Fig. 1: run 1, signal wires by layer
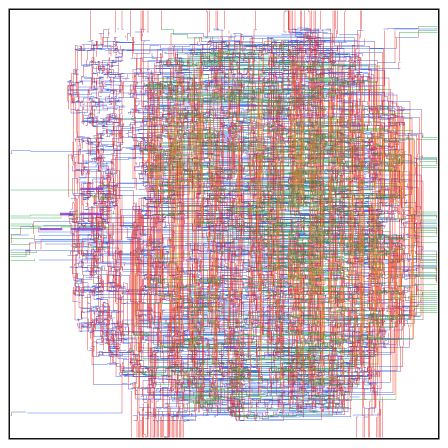
Fig. 2: run 1, a small window of the routed layout
Window x 125 to 165, y 67 to 107 µm. Cells in gray, sequential cells in the stronger gray; small squares are vias.
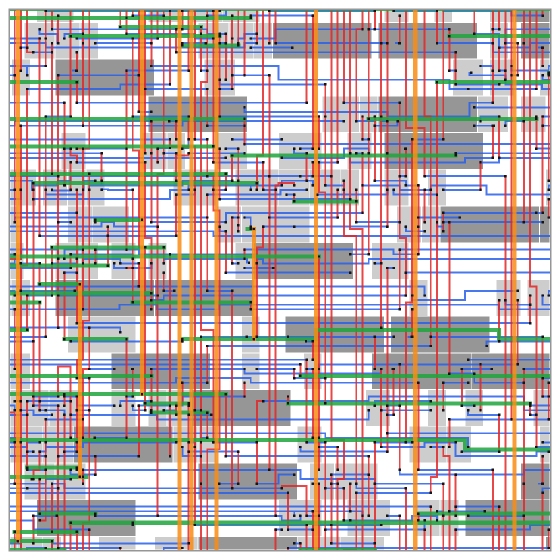
Fig. 3: run 1, placement view
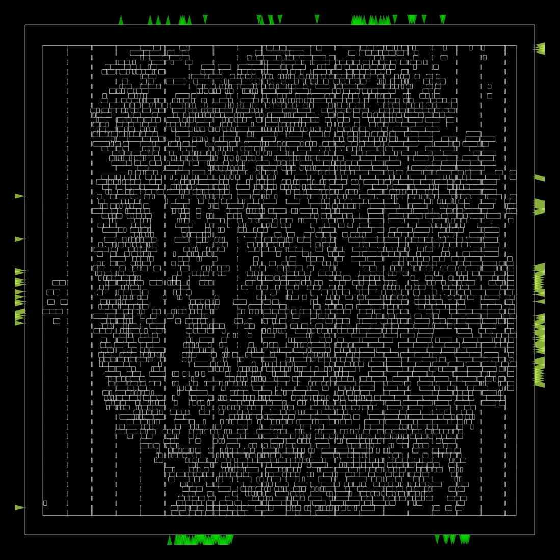
Fig. 4: run 1, clock distribution
Bar = 100 µm.
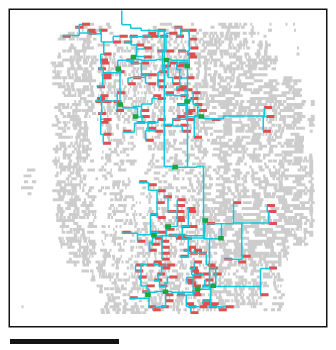
Design map_table_ss_flat, sky130hd; sources not shown.
==> qor.log, run 1 <==
[setup_path] kind of launch point of the worst setup path input pin
[run_status] outcome completed
[clock_tree] clock input transition at the sequential cells of the worst setup and hold paths 110 ps
[clock_tree] post-CTS setup buffer count 0
[synth] synthesized net count 3510
[routing] DRT iter0 DRCs 4603
[final_timing] maximum frequency from static timing analysis 0.0258 GHz
[synth] fraction of synthesized cell area taken by the top area cell type 18.7%
[worst_hold_path] Worst Hold Depth 2
[setup_path] total buffers and inverters traversed by the critical path 6
[setup_path] CP Depth 111
[setup_path] required time of the worst setup path 62730 ps
[clock_tree] number of instances resized during post-cts repair 0
[synth] fraction of synthesis flops using an asynchronous set or reset pin 0%
[die] Pre-Place Util 40.5%
[placement] gpl congestion 1.06
[setup_path] maximum fanout along the worst path 49
[cells_and_area] most common library cell in the layout ignoring fill and taps sky130_fd_sc_hd__xor2_1
[final_timing] Hold Violations, Final 0
[clock_tree] Clock H-tree levels 4
[routing] iteration tally of the first detailed-router pass 6
[final_timing] Final Max-Slew Violation Tally 0
[setup_path] cell family contributing the most delay on the critical path adder cells
[setup_path] kind of critical path in2reg
[setup_path] worst reg2reg setup slack 39290 ps
[routing] Post-route DRC 0
[setup_path] most used cell, CP sky130_fd_sc_hd__ha_1
[clock_tree] Clock Tree Buf Depth 2
[synth] predominant post-synthesis flop cell sky130_fd_sc_hd__dfxtp_1
[grt] maximum number of pins on one net before global-route repair 179
[die] ports placed on the boundary 153
[placement] total instance count after detailed placement 4162
[die] Die Outline Area 0.0836 mm²
[synth] synth warn 0
[final_timing] Setup Total Neg Slack 0 ps
[clock_tree] post-cts hold buffer count 0
[final_timing] portion of the clock cycle consumed by the worst path in the final layout 62.1%
[synth] top area cells in the synthesized netlist sky130_fd_sc_hd__mux4_2, sky130_fd_sc_hd__dfxtp_1, sky130_fd_sc_hd__xor2_1
[routing] average via count per standard cell 7.02
[placement] Post-DP Area 0.0302 mm²
[pwr] Leak Pwr 10.5 nW
[grt] first-pass GRT wire length 197000 µm
[synth] post-synthesis cell type with the largest combined area sky130_fd_sc_hd__mux4_2
[final_timing] final hold slack 533 ps
[job] Maximum Capacitance Violations 0
[final_timing] final critical path time including I/O delays and setup 38710 ps
[setup_path] longest individual stage delay on the worst path 740 ps
[grt] initial antenna violation count 10
[clock_tree] clock root cell sky130_fd_sc_hd__clkbuf_8
[final_timing] final count of negative-setup-slack endpoints 0
[setup_path] critical path's slowest cell sky130_fd_sc_hd__buf_4
[die] core area 0.0716 mm²
[cells_and_area] number of flip-flops under the largest register name 192
[synth] summed standard-cell area reported by yosys 0.0290 mm²
[pwr] final total power 0.398 mW
## Picture notes: Fig. 1
purple -> M5  # wire length 69.0 µm
blue -> M1  # wire length 50.9 mm
green -> M3  # wire length 18700 µm
orange -> M4  # wire length 10500 µm
red -> M2  # wire length 57.7 mm
Via Count: 29457
gr usage total: 31.9%
wire length after detailed routing: 138000 µm

## Picture notes: Fig. 2
green -> M3
orange -> M4
blue -> M1
red -> M2
cells with their middle in the window = 97
most frequent = dfxtp_1 (20), o21ai_0 (18), nor2_1 (13)
sequential cells in the window = 20

## Picture notes: Fig. 3
filler-free cell count of the finished design: 4197
floorplan row count: 98

## Picture notes: Fig. 4
red -> flip-flops  # count 198
green -> clock-net drivers  # count 17
cyan -> clock wires  # length 2780 µm
routed clock nets = 18
fraction of power consumed by the clock network: 24.9%
Layout Skew: 20.0 ps
clock-net power: 0.0992 mW
clk latency late pin: 540 ps

[run 1: layer usage]
layer	track usage [%]	part of all wire [%]	up-vias
li1	-	-	12327
met1	40.5	37	14213
met2	46.7	42	2349
met3	9.38	14	558
met4	20.8	7.6	10
met5	0	0.050	-
[run 1: worst register-to-register path, delay by kind of cell, from the launching register on]
kind | cells | cell delay [ps]
simple gates | 39 | 5860
buf+inv | 4 | 340
mux | 8 | 2120
flops | 1 | 620
fa+ha+maj | 28 | 8210
compound gates | 30 | 5750
[run 1: power breakdown]
part | internal (mW) | switching, mW
Combinational | 0.0662 | 0.102
Sequential | 0.128 | 0.00275
Clock | 0.0484 | 0.0508
[run 1: cells by family (layout without fill, tap and decap cells)]
kind of cell / Yosys count / count (layout) / share of synthesized area, %
adder cells (fa/ha/maj): 31 / 31 / 1.33
flip-flops: 198 / 198 / 13.7
multiplexers: 461 / 461 / 26.4
AND-OR/OR-AND: 705 / 705 / 16.1
other: 0 / 5 / 0
buffers and inverters: 464 / 305 / 7.57
AND/OR/NAND/NOR: 1059 / 1059 / 19.3
XOR/XNOR: 483 / 483 / 15.6
[run 1: final cells by class]
class,count,area (µm²),share of cell area [%]
Multi-Input combinational cell,2739,22800,74.4
Antenna cell,5,12.5,0.0408
Tap cell,950,1190,3.88
Sequential cell,198,3960,12.9
Clock buffer,18,248,0.808
Timing Repair Buffer,241,2110,6.89
Inverter,34,128,0.416
Clock inverter,12,198,0.644
==> run 2, diff against run 1 <==
==> constraint.sdc (replaced) <==
create_clock -name clk -period 38.7 [get_ports clk]
set_input_delay 9.675 -clock clk [delete_from_list [all_inputs] [get_ports clk]]
set_output_delay 9.675 -clock clk [all_outputs]
set_load 0.005 [all_outputs]
Fig. 5: run 2, placement view
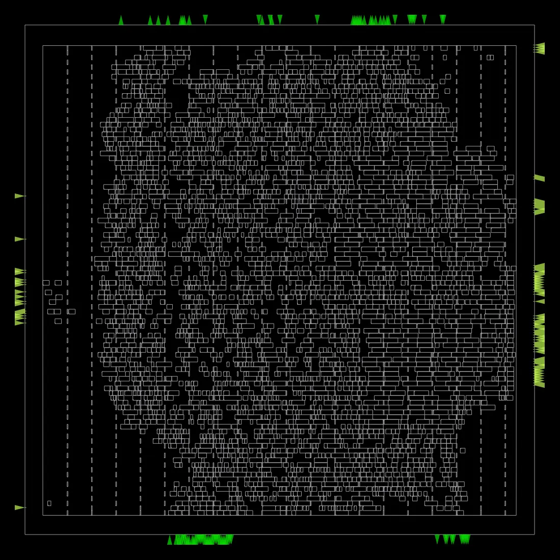
number of flip-flops and latches: 198
FILL cells: 7148
sequential fraction of total cell area: 12.8%
total number of tap cells: 950

Fig. 6: run 2, clock distribution
Bar = 100 µm.
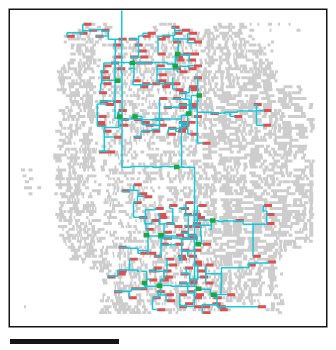
cyan -> clock wires  # length 2930 µm
green -> clock-net drivers  # count 17
red -> flip-flops  # count 198
routed clock nets = 18
clk latency late pin: 550 ps
fraction of power consumed by the clock network: 23.7%

Fig. 7: run 2, met3 routing
Bar = 100 µm.
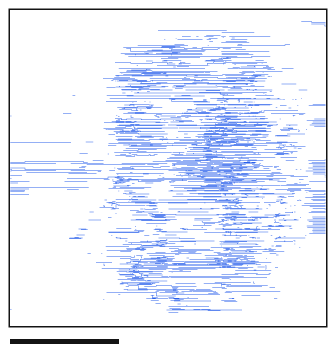
main direction = horizontal
wire length on this layer = 18800 µm
share of all routed wire = 14%
nets with wire on the layer = 588
longest straight run = 132 µm
Via Count: 29309
wire length after detailed routing: 137000 µm
met3 routing resource usage after global routing: 9.85%

==> run 2 against run 1 <==
Core utilization increased by 0.39 points. Clock skew up 2.3 ps. Cell area grew 0.90%. Critical path type unchanged. Non-clock buffer count rose by 45. Area after synthesis did not move. Count of clock-buffer cells in the layout stayed put. First-iteration DRC count is 0.15% lower. Power is 59% higher.
==> qor.log, run 2 <==
[run_status] outcome completed
[final_timing] final critical path time including I/O delays and setup 32950 ps
[pwr] Leak Pwr 10.6 nW
[setup_path] maximum fanout along the worst path 47
[die] Die Outline Area 0.0836 mm²
[final_timing] final count of negative-setup-slack endpoints 0
[job] Maximum Capacitance Violations 0
[cells_and_area] most common library cell in the layout ignoring fill and taps sky130_fd_sc_hd__xor2_1
[placement] gpl congestion 1.06
[clock_tree] clock root cell sky130_fd_sc_hd__clkbuf_8
[grt] maximum number of pins on one net before global-route repair 93
[die] core area 0.0716 mm²
[synth] summed standard-cell area reported by yosys 0.0290 mm²
[routing] average via count per standard cell 6.91
[synth] predominant post-synthesis flop cell sky130_fd_sc_hd__dfxtp_1
[final_timing] maximum frequency from static timing analysis 0.0303 GHz
[setup_path] cell family contributing the most delay on the critical path adder cells
[placement] total instance count after detailed placement 4207
[setup_path] most used cell, CP sky130_fd_sc_hd__ha_1
[die] Pre-Place Util 40.5%
[synth] fraction of synthesis flops using an asynchronous set or reset pin 0%
[final_timing] Hold Violations, Final 0
[clock_tree] clock input transition at the sequential cells of the worst setup and hold paths 120 ps
[synth] fraction of synthesized cell area taken by the top area cell type 18.7%
[setup_path] CP Depth 112
[final_timing] portion of the clock cycle consumed by the worst path in the final layout 85.1%
[worst_hold_path] Worst Hold Depth 2
[final_timing] Final Max-Slew Violation Tally 0
[setup_path] total buffers and inverters traversed by the critical path 7
[grt] first-pass GRT wire length 194000 µm
[setup_path] kind of critical path in2reg
[setup_path] critical path's slowest cell sky130_fd_sc_hd__nor4_1
[clock_tree] post-CTS setup buffer count 0
[final_timing] Layout Skew 22.3 ps
[final_timing] Setup Total Neg Slack 0 ps
[setup_path] worst reg2reg setup slack 15500 ps
[die] ports placed on the boundary 153
[routing] Post-route DRC 0
[synth] synth warn 0
[synth] post-synthesis cell type with the largest combined area sky130_fd_sc_hd__mux4_2
[routing] iteration tally of the first detailed-router pass 7
[synth] top area cells in the synthesized netlist sky130_fd_sc_hd__mux4_2, sky130_fd_sc_hd__dfxtp_1, sky130_fd_sc_hd__xor2_1
[cells_and_area] filler-free cell count of the finished design 4240
run 2: cell counts after synthesis:
Identical to the previous run, type by type.
run 2: power by group:
| part | total, mW | leakage (nW) | switching (mW) | internal [mW] |
|---|---|---|---|---|
| registers | 0.209 | 1.60 | 0.00297 | 0.206 |
| logic | 0.274 | 8.83 | 0.167 | 0.107 |
| clock network | 0.150 | 0.203 | 0.0849 | 0.0651 |
| total | 0.633 | 10.6 | 0.255 | 0.378 |
run 2: cells by family after synthesis:
group / Yosys count / synth area share [%]
AND/OR/NAND/NOR: 1059 / 19.3
AND-OR/OR-AND: 705 / 16.1
XOR/XNOR: 483 / 15.6
buffers and inverters: 464 / 7.57
multiplexers: 461 / 26.4
flip-flops: 198 / 13.7
adder cells (fa/ha/maj): 31 / 1.33
run 2: cell type report:
cell class,count,area (µm²)
Antenna cell,3,7.51
Clock buffer,18,248
Clock inverter,12,154
Fill cell,7148,40700
Inverter,34,128
Multi-Input combinational cell,2739,22800
Sequential cell,198,3960
Tap cell,950,1190
Timing Repair Buffer,286,2440
run 2: through the flow:
| step | power, mW | hold slack [ps] | cell area, µm² | setup WS [ps] |
|---|---|---|---|---|
| finish | 0.633 | 515 | 31000 | 5750 |
| global route | 0.662 | 540 | 30900 | 3990 |
| CTS | 0.627 | 512 | 30900 | 5930 |
| detailed placement | 0.481 | 495 | 30500 | 5400 |
| global placement | 0.478 | 489 | 30500 | 5970 |
| floorplan | 0.407 | 461 | 29000 | 8540 |
run 2: per-layer routing:
metal / vias up / GRT usage (%) / part of all wire (%)
li1: 12420 / - / -
met2: 2322 / 45.5 / 42
met1: 13979 / 40.1 / 37
met3: 574 / 9.85 / 14
met4: 14 / 20.7 / 7.7
met5: - / 0 / 0.065
Power is estimated from default activity; no workload was simulated.
